==> config.mk <==
export PLATFORM = sky130hd
export DESIGN_NAME = snoop_controller
export DESIGN_NICKNAME = d
export VERILOG_FILES = /design/src/rtl/commands_pkg.sv /design/src/rtl/snoop_pkg.sv /design/src/rtl/block_flush_sequencer.sv /design/src/rtl/snoop_controller.sv
export SDC_FILE = /design/constraint.sdc
export NUM_CORES = 1
export LEC_CHECK = 0
export ABC_AREA = 1
export CORE_ASPECT_RATIO = 1.5
export CORE_MARGIN = 2
export CORE_UTILIZATION = 30
export CTS_CLUSTER_DIAMETER = 100
export DETAILED_ROUTE_END_ITERATION = 10
export PLACE_DENSITY = 0.8
export SLEW_MARGIN = 10
export SYNTH_ARGS = -nofsm -noshare
export SYNTH_HDL_FRONTEND = slang
export SYNTH_SLANG_ARGS = --single-unit
==> constraint.sdc <==
create_clock -name clock -period 1.7 [get_ports clock]
set_input_delay 0.34 -clock clock [delete_from_list [all_inputs] [get_ports clock]]
set_output_delay 0.34 -clock clock [all_outputs]
set_load 0.005 [all_outputs]
Figure 1. Cell sizes after repair.
The bar under the picture is 20 um long.
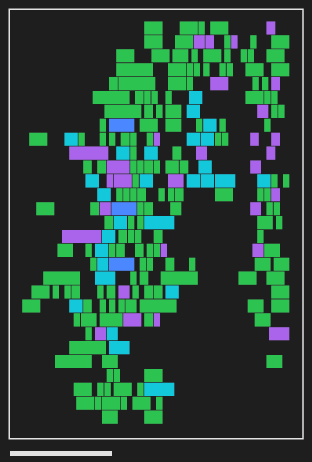
[purple] x2 | cells: 29 | share: 13%
[cyan] x3 and x4 | cells: 27 | share: 12%
[green] x1 and smaller | cells: 168 | share: 74%
[blue] x6 and larger | cells: 3 | share: 1.3%
post-route setup slack: 0.0991 ns
Area Growth Syn to Fin: 28.9%
Non-CTS buffers: 69
finished layout cell area: 0.00164 mm2

Figure 2. Register map, names as in the netlist.
The bar under the picture is 20 um long. Other sequential cells in the stronger gray, the rest of the logic in the fainter gray.
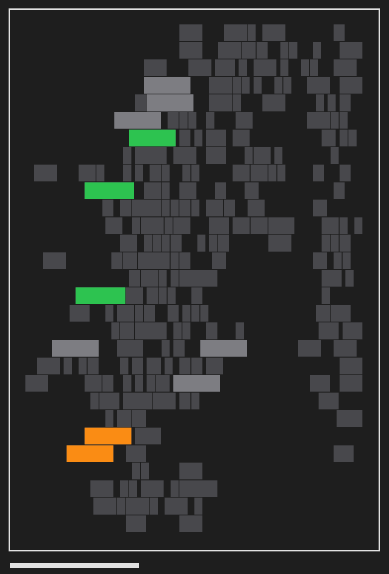
[green] state | placed flops: 3
[orange] flush_sequencer.wordCounter | placed flops: 2
Flop area: 223 um2
Seq power: 0.000313 W
Layout Utilization: 0.397
fraction of area in registers: 0.136

Figure 3. Wire density map.
The die is cut into 11 by 17 equal tiles; dark blue is low, red is high, scaled to the fullest tile. Values are wire area over tile area, all layers added.
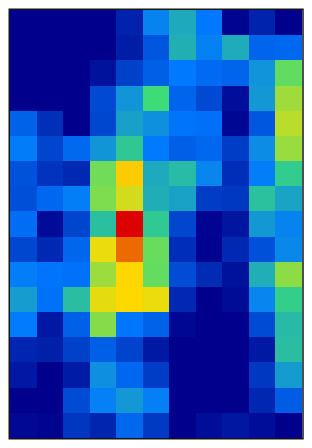
nearly empty tiles: 21%
emptiest ninth of the die: upper left
tiles over half the peak: 11%
mean over tiles: 0.12
fullest tile: 0.53
Avg WL per Cell: 11.6 um
via count: 1,271

==> results.json <==
{
  "outcome": "finished clean",
  "crit_slowest_cell": "dfxtp_2",
  "peakVddDrop_mv": 0.371,
  "ff2ff_path_depth": 9,
  "drive_above_1_share": 0.260,
  "min_path_cells": 2,
  "fmax_mhz": 625,
  "drt_wl_total_um": 3160,
  "grt_pass1_wl_um": 5120,
  "mostFrequentLayoutCell": "nand2_1",
  "clock-skew-final_ns": 0.00459,
  "path_buffers": 2,
  "globalplace.congestion": 0.843,
  "leakagePower_nw": 0.824,
  "first_pass_iters": 4,
  "top_cells_by_area": "buf_4, dfxtp_1, nand2_1",
  "cap_viol_max_count": 0,
  "crit_type": "register to primary output",
  "grt_overflow_total": 0,
  "route.detailed.drc": 0,
  "diodes": 0,
  "r2r_slack_ns": 0.26,
  "slew_headroom": 0.818,
  "num-fill-cells": 458,
  "core_area_mm2": 0.00414,
  "finalSetupTns_ns": 0,
  "cts_buffer_depth": 2,
  "yosysTopAreaCell": "buf_4",
  "antenna_found_initial": 0,
  "synthesis.nets": 271,
  "drv_slew": 0,
  "cts_max_level": 1,
  "power.density_mw_per_mm2": 629,
  "start_kind": "register",
  "fp_util": 0.308,
  "ant_nets": 0,
  "worst_slew_pin_slew_ns": 0.272,
  "crit_fanout": 3,
  "postSynthCellCount": 204,
  "cts_buffers": 3,
  "clock-sinks": 11,
  "die-area_mm2": 0.00479,
  "nNetsFinal": 295,
  "hold_viol": 0,
  "warnings": 27,
  "syn_area_per_cell_um2": 6.24,
  "cp.required_ns": 1.36,
  "drt_iter0_drc": 37,
  "placed_area_mm2": 0.00157,
  "crit_family": "buffers and inverters",
  "lay_top_cells": "nand2_1, clkdlybuf4s50_1, buf_4, inv_1, nor2_1",
  "yosys_area_mm2": 0.00127,
  "top_area_frac": 0.283,
  "cts_hold_repair.buffers": 0,
  "worstPathArrival_ns": 1.26,
  "worstHoldPathType": "register to register",
  "grt_max_degree": 8,
  "viasPerCell": 4.66,
  "num_io_pins": 126,
  "min_period_ns": 1.60,
  "cts_root_buf": "clkbuf_8",
  "ys_cells": 204,
  "groute.usage.overall": 0.133,
  "synth_seq_share": 0.173,
  "worstPathCellList": "buf_4, nor2_2, nand2_1, nand3_1, dlygate4sd2_1",
  "clk_latency_ns": 0.24,
  "port_buffers": 49,
  "max_stage_delay_ns": 0.33,
  "largest_reg_flops": 3,
  "dp_hpwl_um": 2590,
  "totalPowerFinal_w": 0.00103,
  "cts_tree": "done",
  "synth_warnings": 0,
  "finalSetupViolCount": 0,
  "ys.flops": 11,
  "path_clk_slew_ns": 0.05,
  "syn_area_mm2": 0.00127,
  "rows": 29,
  "synth_cell_type_count": 25,
  "cp-end-kind": "primary output",
  "first_global_vias": 1234,
  "fp.dieH_um": 83.8,
  "crit_cells": 5,
  "dieWidth_um": 57.2,
  "finalCritPeriodShare": 0.942
}
==> per-stage QoR <==
step,setup slack (ns),hold WS (ns),cells,util
floorplan,0.428,0.442,204,-
global placement,-0.578,0.436,265,0.380
detailed placement,-0.619,0.446,265,0.380
CTS,-0.0467,0.451,274,0.397
global route,-0.00777,0.477,273,0.397
finish,0.0991,0.448,273,0.397
==> power breakdown <==
group          internal [W]  total [W]  switching, W
logic              0.000235   0.000454      0.000219
registers          0.000288   0.000313     0.0000258
clock network      0.000165   0.000264     0.0000993
==> per-layer routing <==
layer | up-vias | wire length [um] | global-route usage
met5 | - | 0 | 0
met4 | 0 | 171 | 0.0909
met3 | 30 | 286 | 0.0279
met2 | 60 | 1700 | 0.250
met1 | 553 | 1010 | 0.120
li1 | 628 | - | -
==> cells in the mapped netlist <==
| cell type | instances |
|---|---|
| nand4_2 | 1 |
| nor2_1 | 19 |
| nand3_1 | 11 |
| nand4_1 | 2 |
| inv_1 | 20 |
| nor2_2 | 3 |
| dfxtp_1 | 11 |
| o21ai_1 | 3 |
| xnor2_1 | 2 |
| buf_2 | 1 |
| inv_4 | 1 |
| a21oi_1 | 12 |
| xor2_1 | 3 |
| inv_2 | 5 |
| nor2_4 | 1 |
| nor3_4 | 2 |
| nand3b_1 | 1 |
| nand3_2 | 1 |
| buf_4 | 48 |
| nor3_2 | 1 |
| o21ai_0 | 2 |
| ha_1 | 1 |
| nand2_1 | 50 |
| buf_1 | 1 |
| nand2_2 | 2 |
==> final cells by class <==
cell class              instances  area (um2)  area share
repair buffers                 69         596       0.363
multi-input cells             117         617       0.376
clock buffers                   4        45.0      0.0275
well taps                      46        57.6      0.0351
inverters                      26         103      0.0625
flip-flops and latches         11         223       0.136
==> repair_timing <==
item | CTS | global route
setup buffers | 5 | 0
pin swaps | 17 | 10
gates cloned | 0 | 0
resized | 45 | 17
setup endpoints to repair | 8 | 3
==> cells by family after synthesis <==
group,Yosys count,share of synthesized area
and+or+nand+nor,94,0.347
buffers and inverters,76,0.369
AOI/OAI and AO/OA,17,0.0669
DFF,11,0.173
xor gates and xnor gates,5,0.0344
adders and majority gates,1,0.00983
==> worst reg2reg max path, cell delays in order (launching register included) <==
cell     delay [ns]
dfxtp_2        0.34
buf_4          0.15
inv_2          0.08
nand3_2        0.09
buf_4          0.16
nor2_1         0.13
nand4_1        0.16
nand2_1        0.09
nand2_1        0.05
a21oi_1        0.12
Power and IR drop assume default switching activity.
